Figure 1. Clock distribution (run 1).
The bar under the picture is 50 um long.
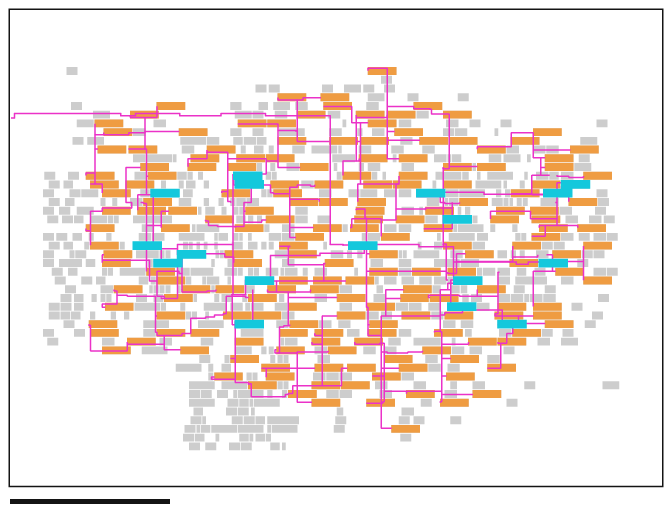
Figure 2. I/O pins on the die edge (run 1).
Pins as bars across the die edge, other pins in gray.
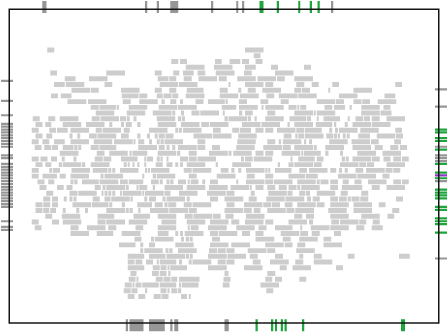
Figure 3. Signal wires by layer (run 1).
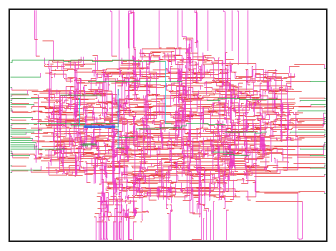
### src/rtl/alu_pkg.sv
// alu_pkg: shared add/sub mode constants, status flag layout and default pipeline geometry.
package alu_pkg;
    localparam logic ADDSUB_ADD = 1'b0;
    localparam logic ADDSUB_SUB = 1'b1;
    localparam int DEF_WIDTH  = 32;
    localparam int DEF_STAGES = 4;
    typedef struct packed {
        logic cout;
        logic ovf;
        logic zero;
    } flags_t;
endpackage

### src/rtl/addsub_slice.sv
// addsub_slice: W-bit ripple chunk built from full_adder cells; exports carry-out and carry-into-MSB.
module addsub_slice #(
    parameter int W = 8
) (
    input  logic [W-1:0] a_i,
    input  logic [W-1:0] b_i,
    input  logic         cin_i,
    output logic [W-1:0] sum_o,
    output logic         cout_o,
    output logic         cmsb_o
);
    logic [W:0] c;
    assign c[0] = cin_i;
    for (genvar i = 0; i < W; i++) begin : g_fa
        full_adder u_fa (.sum(sum_o[i]), .cout(c[i+1]), .a(a_i[i]), .b(b_i[i]), .cin(c[i]));
    end
    assign cout_o = c[W];
    assign cmsb_o = c[W-1];
endmodule

### src/rtl/full_adder.sv
// full_adder: 1-bit full-adder cell carried over from the gate-level ripple adder.
module full_adder (
    output logic sum,
    output logic cout,
    input  logic a,
    input  logic b,
    input  logic cin
);
    assign sum  = a ^ b ^ cin;
    assign cout = (a & b) | (cin & (a ^ b));
endmodule

### src/rtl/pipe_addsub.sv
// pipe_addsub: pipelined two's-complement add/sub; stage k adds chunk k and forwards the
// still-unprocessed upper operand chunks, all stages stalling together on a blocked output.
module pipe_addsub
    import alu_pkg::*;
#(
    parameter int WIDTH  = DEF_WIDTH,
    parameter int STAGES = DEF_STAGES
) (
    input  logic             clk,
    input  logic             rst_n,
    input  logic             in_valid,
    output logic             in_ready,
    input  logic [WIDTH-1:0] a,
    input  logic [WIDTH-1:0] b,
    input  logic             sub,
    input  logic             cin,
    output logic             out_valid,
    input  logic             out_ready,
    output logic [WIDTH-1:0] s,
    output logic             cout,
    output logic             ovf,
    output logic             zero
);
    localparam int C = WIDTH / STAGES;

    if (WIDTH < 2 || STAGES < 1 || STAGES > WIDTH || WIDTH % STAGES != 0) begin : g_bad_cfg
        $error("pipe_addsub: WIDTH must be >= 2 and divisible by 1 <= STAGES <= WIDTH");
    end

    logic             adv;
    logic [WIDTH-1:0] bx;
    logic             c0;
    flags_t           fl_q;

    assign adv      = !out_valid || out_ready;
    assign in_ready = adv;
    assign bx       = (sub == ADDSUB_SUB) ? ~b : b;
    assign c0       = (sub == ADDSUB_SUB) ? 1'b1 : cin;

    for (genvar k = 0; k < STAGES; k++) begin : g_stg
        localparam int HI = (k + 1) * C;
        logic          vin, v_q, xci, xco, xcm;
        logic [C-1:0]  xa, xb, xs;
        logic [HI-1:0] sum_d, sum_q;

        if (k == 0) begin : g_src
            assign vin   = in_valid;
            assign xa    = a[C-1:0];
            assign xb    = bx[C-1:0];
            assign xci   = c0;
            assign sum_d = xs;
        end else begin : g_src
            assign vin   = g_stg[k-1].v_q;
            assign xa    = g_stg[k-1].g_fwd.ua_q[C-1:0];
            assign xb    = g_stg[k-1].g_fwd.ub_q[C-1:0];
            assign xci   = g_stg[k-1].g_fwd.c_q;
            assign sum_d = {xs, g_stg[k-1].sum_q};
        end

        addsub_slice #(.W(C)) u_slice (
            .a_i(xa), .b_i(xb), .cin_i(xci), .sum_o(xs), .cout_o(xco), .cmsb_o(xcm)
        );

        // data registers only load on a valid beat so a blocked or idle output keeps its last value
        always_ff @(posedge clk or negedge rst_n) begin
            if (!rst_n) begin
                v_q   <= 1'b0;
                sum_q <= '0;
            end else if (adv) begin
                v_q <= vin;
                if (vin) sum_q <= sum_d;
            end
        end

        if (k < STAGES - 1) begin : g_fwd
            localparam int UW = WIDTH - HI;
            logic [UW-1:0] ua_d, ub_d, ua_q, ub_q;
            logic          c_q, cmsb_unused;
            assign cmsb_unused = xcm;
            if (k == 0) begin : g_in
                assign ua_d = a[WIDTH-1:HI];
                assign ub_d = bx[WIDTH-1:HI];
            end else begin : g_in
                assign ua_d = g_stg[k-1].g_fwd.ua_q[UW+C-1:C];
                assign ub_d = g_stg[k-1].g_fwd.ub_q[UW+C-1:C];
            end
            always_ff @(posedge clk or negedge rst_n) begin
                if (!rst_n) begin
                    ua_q <= '0;
                    ub_q <= '0;
                    c_q  <= 1'b0;
                end else if (adv && vin) begin
                    ua_q <= ua_d;
                    ub_q <= ub_d;
                    c_q  <= xco;
                end
            end
        end else begin : g_last
            always_ff @(posedge clk or negedge rst_n) begin
                if (!rst_n) fl_q <= '0;
                else if (adv && vin) fl_q <= {xco, xco ^ xcm, ~|sum_d};
            end
        end
    end

    assign out_valid          = g_stg[STAGES-1].v_q;
    assign s                  = g_stg[STAGES-1].sum_q;
    assign {cout, ovf, zero}  = fl_q;
endmodule

### config.mk
export PLATFORM = sky130hd
export DESIGN_NAME = pipe_addsub
export DESIGN_NICKNAME = d
export VERILOG_FILES = /design/src/rtl/alu_pkg.sv /design/src/rtl/addsub_slice.sv /design/src/rtl/full_adder.sv /design/src/rtl/pipe_addsub.sv
export SDC_FILE = /design/constraint.sdc
export NUM_CORES = 1
export LEC_CHECK = 0
export CORE_ASPECT_RATIO = 0.7
export CORE_MARGIN = 10
export CORE_UTILIZATION = 35
export CTS_BUF_LIST = sky130_fd_sc_hd__clkbuf_16
export DETAILED_ROUTE_END_ITERATION = 8
export GPL_TIMING_DRIVEN = 0
export PLACE_DENSITY = 0.68
export SYNTH_ARGS = -nofsm -noshare
export SYNTH_HDL_FRONTEND = slang
export SYNTH_SLANG_ARGS = --single-unit
### constraint.sdc
create_clock -name clk -period 3.8 [get_ports clk]
set_clock_uncertainty 0.2 [all_clocks]
set_input_delay 0.76 -clock clk [delete_from_list [all_inputs] [get_ports clk]]
set_output_delay 0.76 -clock clk [all_outputs]
set_load 0.05 [all_outputs]
==> reports/metrics.yaml, run 1 <==
power_density_nw_per_um2: 893
failed_checks: "negative setup slack"
worst_ep_arrival_time_ns: 4.23
regToRegStartpoint: "g_stg[2].g_fwd.ub_q[0]"
met2_length_mm: 7.93
synth-compound-area-share: 0.0598
drt_iter0_drc: 243
antenna_found_initial: 1
slowest_stage: "sky130_fd_sc_hd__fa_2"
topCellsByArea: "sky130_fd_sc_hd__dfrtp_1 57%, sky130_fd_sc_hd__mux2_2 15%, sky130_fd_sc_hd__fa_1 7.8%, sky130_fd_sc_hd__o21ai_0 5.8%, sky130_fd_sc_hd__xnor2_1 3.1%"
timing.final.max_slew_violations: 0
worst_path_most_repeated_cell: "sky130_fd_sc_hd__fa_2"
cts_tree: "done"
period_used_share: 1.08
outcome: "complete, but fails checks"
final_hold_viol_count: 0
synth.lib_cells_used.distinct: 27
critical_path.n_buffers_inverters: 2
die_height_um: 148
timing.final.ws_setup_ns: -0.309
timing.critical_path.to_type: "flop"
worstPathRequired_ns: 3.92
antenna_left: 0
route.top_layer_used: "met5"
regToRegEndpoint: "zero"
setup_viol: 3
layout.area.seq_um2: 4650
grt.overflow.total: 0
groute.layer.met2.usage: 0.176
warning_count: 31
clock_power_w: 0.00173
die_x_um: 203
detail_route.vias_per_cell: 4.66
yosys.cell_count.top_type: "sky130_fd_sc_hd__dfrtp_1"
yosysCellCount: 577
yosys.stat.chipArea_um2: 8220
start_kind: "primary input"
ff2ff_path_depth: 14
met3RoutedLength_um: 883
top_cell_area_share: 0.566
clock.fmax_ghz: 0.243
net-switching-power_w: 0.00358
placed_cell_area_um2: 9800
post_synth_fa_ha_maj_area_fraction: 0.0779
setup_repair_after_global_routing_missed_its_margin: "true"
synth.largest_area_cell: "sky130_fd_sc_hd__dfrtp_1"
Back to the opening pictures, Figure 1:
- clock wires: magenta (length 2370 um)
- cells driving clock nets: cyan (count 17)
- flip-flops: orange (count 186)
- routed clock nets: 18

Back to the opening pictures, Figure 2:
- s: green (pins 32; direction output; edge 18 east, 8 south, 6 north)
- zero: purple (pins 1; direction output; edge east)
- all pins by edge: 33 west, 29 south, 27 east, 18 north

Back to the opening pictures, Figure 3:
- met1: red (wire length 10500 um)
- met4: cyan (wire length 97.2 um)
- met3: green (wire length 884 um)
- met2: magenta (wire length 7930 um)
- met5: blue (wire length 18.4 um)

## run 1: what timing repair did
item / 4_1_cts / 5_1_grt
setup buffers: 2 / 1
endpoints found under the setup margin: 8 / 6
pin swaps: 16 / 10
resized: 23 / 3
## run 1: cell usage in the layout, fill, tap and decap left out, types with 5 or more instances in the layout
| cell type | instances |
|---|---|
| sky130_fd_sc_hd__o21ai_0 | 90 |
| sky130_fd_sc_hd__inv_2 | 13 |
| sky130_fd_sc_hd__clkbuf_1 | 10 |
| sky130_fd_sc_hd__buf_6 | 15 |
| sky130_fd_sc_hd__inv_1 | 28 |
| sky130_fd_sc_hd__clkbuf_16 | 17 |
| sky130_fd_sc_hd__mux2_2 | 113 |
| sky130_fd_sc_hd__clkdlybuf4s50_1 | 101 |
| sky130_fd_sc_hd__xnor2_1 | 28 |
| sky130_fd_sc_hd__fa_2 | 28 |
| sky130_fd_sc_hd__dfrtp_1 | 186 |
| sky130_fd_sc_hd__mux2_1 | 5 |
| sky130_fd_sc_hd__inv_8 | 5 |
| sky130_fd_sc_hd__mux2_4 | 15 |
## run 1: worst max path at each step
stage / to / cells after the start
after floorplan: g_stg[0].sum_q[7] / 13
after global placement: g_stg[0].g_fwd.ua_q[11] / 1
after detailed placement: g_stg[0].sum_q[7] / 12
after CTS: g_stg[0].sum_q[7] / 12
after global routing: zero / 14
final: g_stg[0].sum_q[7] / 12
## run 1: area by class of cell
| class | count | area share |
|---|---|---|
| Multi-Input combinational cell | 318 | 0.313 |
| Clock buffer | 17 | 0.0409 |
| Tap cell | 312 | 0.0375 |
| Inverter | 42 | 0.0159 |
| Timing Repair Buffer | 109 | 0.106 |
| Clock inverter | 15 | 0.0131 |
| Sequential cell | 186 | 0.448 |
| Buffer | 30 | 0.0255 |
Figure 4. Hierarchy map of the flops (run 1).
Other sequential cells in the stronger gray, the rest of the logic in the fainter gray.
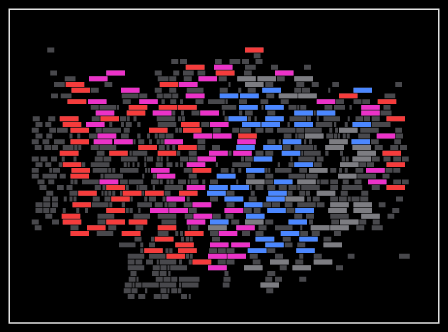

==> run 2: changes to the inputs <==
--- a/config.mk
+++ b/config.mk
@@ -7,11 +7,11 @@
 export LEC_CHECK = 0
 export CORE_ASPECT_RATIO = 0.7
 export CORE_MARGIN = 10
-export CORE_UTILIZATION = 35
+export CORE_UTILIZATION = 50
 export CTS_BUF_LIST = sky130_fd_sc_hd__clkbuf_16
 export DETAILED_ROUTE_END_ITERATION = 8
 export GPL_TIMING_DRIVEN = 0
-export PLACE_DENSITY = 0.68
+export PLACE_DENSITY = 0.87
 export SYNTH_ARGS = -nofsm -noshare
 export SYNTH_HDL_FRONTEND = slang
 export SYNTH_SLANG_ARGS = --single-unit
==> constraint.sdc (replaced) <==
create_clock -name clk -period 3.8 [get_ports clk]
set_clock_uncertainty 0.2 [all_clocks]
set_input_delay 0.57 -clock clk [delete_from_list [all_inputs] [get_ports clk]]
set_output_delay 0.57 -clock clk [all_outputs]
set_load 0.05 [all_outputs]
Figure 5. Hierarchy map of the flops (run 2).
Other sequential cells in the stronger gray, the rest of the logic in the fainter gray.
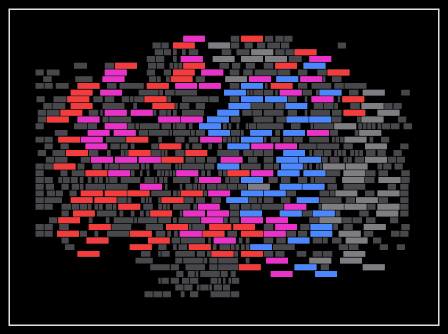
- g_stg[1]: magenta (sequential cells 50)
- g_stg[0]: red (sequential cells 58)
- g_stg[2]: blue (sequential cells 42)
overall die area: 22000 um2
non-filler instance count after layout: 940
fin util: 0.634

==> run 2 against run 1 <==
Net effect: the run still ends with negative setup slack left; first-iteration DRC count grew 81%; via count rose by 4.9%; clock power fell by 3%; total power is 0.17% lower; count of clock-buffer cells in the layout unchanged; non-clock buffer count is the same; cell area is 1.2% lower; critical endpoint is now zero; largest power group unchanged.
==> reports/metrics.yaml, run 2 <==
cts_setup_buffers: 1
flop_share_of_the_area: 0.453
regToRegEndpoint: "zero"
route.top_layer_used: "met4"
detail_route.vias_per_cell: 5.35
regToRegStartpoint: "g_stg[2].g_fwd.c_q"
layout.nonclk_buf_frac: 0.135
net-switching-power_w: 0.00350
clockNetworkAreaShare: 0.0524
last_element_of_the_critical_path: "zero"
outcome: "complete, but fails checks"
setup_repair_after_global_routing_missed_its_margin: "true"
largest_class: "registers"
die_x_um: 173
floorplan.tapcells: 225
worstPathRequired_ns: 3.94
timing.final.ws_setup_ns: -0.305
yosysCellCount: 577
slowest_stage: "sky130_fd_sc_hd__fa_1"
met2_length_mm: 8.91
failed_checks: "negative setup slack"
grt.overflow.total: 0
setup_viol: 2
post_cts_resize_count: 13
critical_path_depth: 14
warning_count: 32
yosys.cell_count.top_type: "sky130_fd_sc_hd__dfrtp_1"
start_kind: "flop"
mostFrequentLayoutCells: "186 x sky130_fd_sc_hd__dfrtp_1, 113 x sky130_fd_sc_hd__mux2_2, 101 x sky130_fd_sc_hd__clkdlybuf4s50_1, 91 x sky130_fd_sc_hd__o21ai_0"
cts_tree: "done"
worst_ep_arrival_time_ns: 4.25
Figure 6. I/O pins on the die edge (run 2).
Pins as bars across the die edge, other pins in gray.
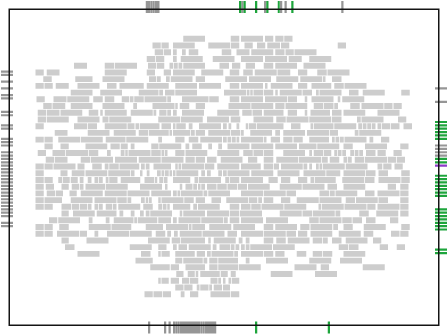
- zero: purple (pins 1; direction output; edge east)
- s: green (pins 32; direction output; edge 24 east, 6 north, 2 south)

-- run 2: worst reg2reg max path, cell delays in order, from the launching register on --
cell	delay, ns
sky130_fd_sc_hd__dfrtp_1	0.36
sky130_fd_sc_hd__inv_2	0.05
sky130_fd_sc_hd__fa_2	0.41
sky130_fd_sc_hd__fa_2	0.36
sky130_fd_sc_hd__fa_2	0.39
sky130_fd_sc_hd__fa_2	0.36
sky130_fd_sc_hd__fa_2	0.34
sky130_fd_sc_hd__inv_2	0.07
sky130_fd_sc_hd__fa_2	0.20
sky130_fd_sc_hd__fa_2	0.21
sky130_fd_sc_hd__inv_2	0.04
sky130_fd_sc_hd__fa_1	0.52
sky130_fd_sc_hd__nor4b_4	0.21
sky130_fd_sc_hd__nand2_1	0.11
sky130_fd_sc_hd__o41ai_2	0.20
-- run 2: through the flow --
stage / power (W) / instance area (um2) / util / setup slack (ns)
4_1_cts: 0.00928 / 10300 / 0.633 / -0.309
3_3_place_gp: 0.00725 / 9660 / 0.596 / -4.99
3_5_place_dp: 0.00752 / 9690 / 0.598 / -0.953
2_1_floorplan: 0.00601 / 8330 / - / -0.563
6_report: 0.00927 / 10300 / 0.634 / -0.305
5_1_grt: 0.00977 / 10300 / 0.634 / -0.428
-- run 2: cells by family (layout without fill, tap and decap cells) --
family | count (synthesis) | count (layout) | share of synthesized area
AND/OR/NAND/NOR | 24 | 24 | 0.0206
other | 0 | 1 | 0
flip-flops | 186 | 186 | 0.566
XOR/XNOR | 33 | 33 | 0.0352
multiplexers | 133 | 133 | 0.189
buffers and inverters | 73 | 210 | 0.0511
adder cells (fa/ha/maj) | 32 | 32 | 0.0779
AND-OR/OR-AND | 96 | 96 | 0.0598
Figure 7. Signal wires by layer (run 2).
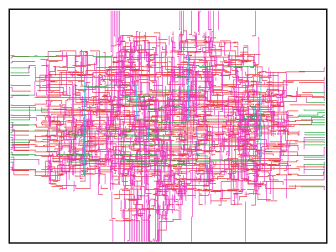

==> run 3: changes to the inputs <==
--- a/config.mk
+++ b/config.mk
@@ -7,11 +7,11 @@
 export LEC_CHECK = 0
 export CORE_ASPECT_RATIO = 0.7
 export CORE_MARGIN = 10
-export CORE_UTILIZATION = 50
+export CORE_UTILIZATION = 55
 export CTS_BUF_LIST = sky130_fd_sc_hd__clkbuf_16
 export DETAILED_ROUTE_END_ITERATION = 8
 export GPL_TIMING_DRIVEN = 0
-export PLACE_DENSITY = 0.87
+export PLACE_DENSITY = 0.91
 export SYNTH_ARGS = -nofsm -noshare
 export SYNTH_HDL_FRONTEND = slang
 export SYNTH_SLANG_ARGS = --single-unit
==> constraint.sdc (replaced) <==
create_clock -name clk -period 4.8 [get_ports clk]
set_clock_uncertainty 0.2 [all_clocks]
set_input_delay 0.72 -clock clk [delete_from_list [all_inputs] [get_ports clk]]
set_output_delay 0.72 -clock clk [all_outputs]
set_load 0.05 [all_outputs]
Figure 8. Signal wires by layer (run 3).
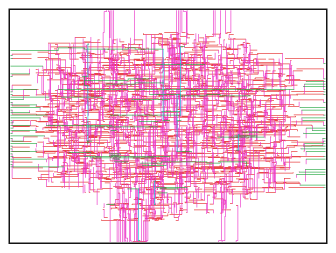
- met2: magenta (wire length 8480 um)
- met4: cyan (wire length 197 um)
- met1: red (wire length 8590 um)
- met3: green (wire length 1330 um)
Tot GR Track Use: 0.189
detailed-route via count: 4965

Figure 9. Clock distribution (run 3).
The bar under the picture is 50 um long.
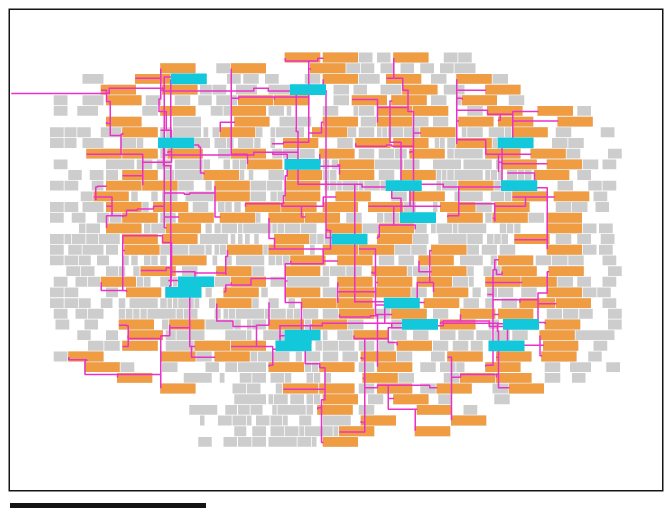
- flip-flops: orange (count 186)
- clock wires: magenta (length 1950 um)
- cells driving clock nets: cyan (count 17)
- routed clock nets: 18

==> run 3 against run 2 <==
Net effect: the run now ends clean; global-route usage grew 0.84 points; worst setup slack gained 0.45 ns; wire length shrank 3.1%; largest power group unchanged; non-clock buffer count shrank 2; worst hold slack lost 0.28 ns.
==> reports/metrics.yaml, run 3 <==
antenna_left: 0
synth.largest_area_cell: "sky130_fd_sc_hd__dfrtp_1"
met3RoutedLength_mm: 1.33
antenna_found_initial: 0
layout_top_cell_excl_fill_tap: "sky130_fd_sc_hd__dfrtp_1"
critical_path.n_buffers_inverters: 2
setup_repair_after_global_routing_missed_its_margin: "false"
power.share.switching: 0.381
clock.fmax_ghz: 0.215
die_area_um2: 20300
fin_cells: 910
detail_route.wl_per_cell_um: 20.4
setup_viol: 0
groute.layer.met2.usage: 0.286
topCellsByArea: "sky130_fd_sc_hd__dfrtp_1 57%, sky130_fd_sc_hd__mux2_2 15%, sky130_fd_sc_hd__fa_1 7.8%, sky130_fd_sc_hd__o21ai_0 5.8%, sky130_fd_sc_hd__xnor2_1 3.1%"
period_used_share: 0.970
final_hold_viol_count: 0
route.top_layer_used: "met4"
top_cell_area_share: 0.566
tns_ns: 0
die_height_um: 122
timing.final.max_slew_violations: 0
worst_ep_arrival_time_ns: 4.77
worst_path_most_repeated_cell: "sky130_fd_sc_hd__fa_1"
power.total_w: 0.00717
cts_setup_buffers: 0
synth.lib_cells_used.distinct: 27
mostFrequentLayoutCells: "186 x sky130_fd_sc_hd__dfrtp_1, 113 x sky130_fd_sc_hd__mux2_2, 104 x sky130_fd_sc_hd__clkdlybuf4s50_1, 95 x sky130_fd_sc_hd__o21ai_0, 41 x sky130_fd_sc_hd__inv_1"
post_cts_resize_count: 0
outcome: "complete, no violations"
yosysCellCount: 577
slowest_stage: "sky130_fd_sc_hd__clkdlybuf4s50_1"
detail_route.vias_per_cell: 5.46
die_x_um: 166
warning_count: 28
yosys.cell_count.top_type: "sky130_fd_sc_hd__dfrtp_1"
timing.final.crit_period_ns: 4.66
worstPathRequired_ns: 4.91
power_density_nw_per_um2: 709
grt.overflow.total: 0
drt_iter0_drc: 330
start_kind: "primary input"
timing.critical_path.to_type: "flop"
yosys.stat.chipArea_um2: 8220
sink_count: 186
[run 3: cell counts after synthesis]
No cell type changed its count.
[run 3: power groups by stage]
stage	Clock [W]	Sequential, W	Combinational (W)
final	0.00131	0.00277	0.00309
after global routing	0.00140	0.00284	0.00332
after CTS	0.00133	0.00276	0.00310
after detailed placement	0	0.00278	0.00306
after global placement	0	0.00273	0.00291
after floorplan	0	0.00309	0.00162
[run 3: kinds of logic after synthesis]
kind of cell	Yosys count	share of synthesized area
flops	186	0.566
mux	133	0.189
compound gates	96	0.0598
buf+inv	73	0.0511
xor+xnor	33	0.0352
fa+ha+maj	32	0.0779
simple gates	24	0.0206
[run 3: worst paths after layout]
path	start	depth (start not counted)	to	slack (ns)
max	b[0]	12	g_stg[0].sum_q[7]	0.14
min	rst_n	1	s[12]	0.03
max reg2reg	g_stg[2].g_fwd.c_q	14	zero	0.21
min reg2reg	g_stg[1].g_fwd.ua_q[9]	1	g_stg[2].g_fwd.ua_q[1]	0.30
max in group asynchronous	rst_n	2	g_stg[1].g_fwd.ub_q[0]	3.43
min in group clk	g_stg[1].g_fwd.ua_q[9]	1	g_stg[2].g_fwd.ua_q[1]	0.30
[run 3: through the flow]
step            util  cell area (um2)  setup WS (ns)
3_5_place_dp   0.651             9560         -0.287
2_1_floorplan      -             8230         0.0336
6_report       0.689            10100          0.143
3_3_place_gp   0.649             9530          -4.15
5_1_grt        0.689            10100         0.0278
4_1_cts        0.689            10100          0.136
[run 3: layout make-up]
cell class,count,area (um2)
Sequential cell,186,4650
Fill cell,939,4560
Multi-Input combinational cell,318,3150
Timing Repair Buffer,106,1080
Clock buffer,17,425
Buffer,31,262
Tap cell,195,244
Inverter,42,165
Clock inverter,15,128

==> notes/layouts.md <==
Pictures saved along the way, in no particular order.

Cell placement.
shot_01.png
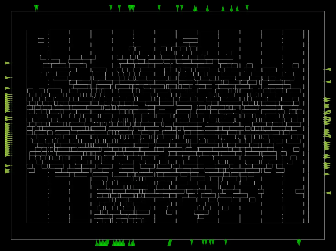
shot_02.png
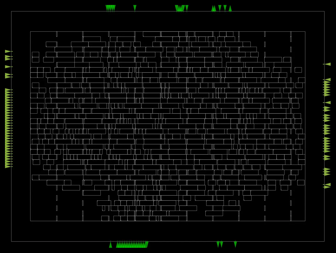
shot_01.png: run 1
shot_02.png: run 3

No activity file was given, so power comes from the tool's default toggle rates.
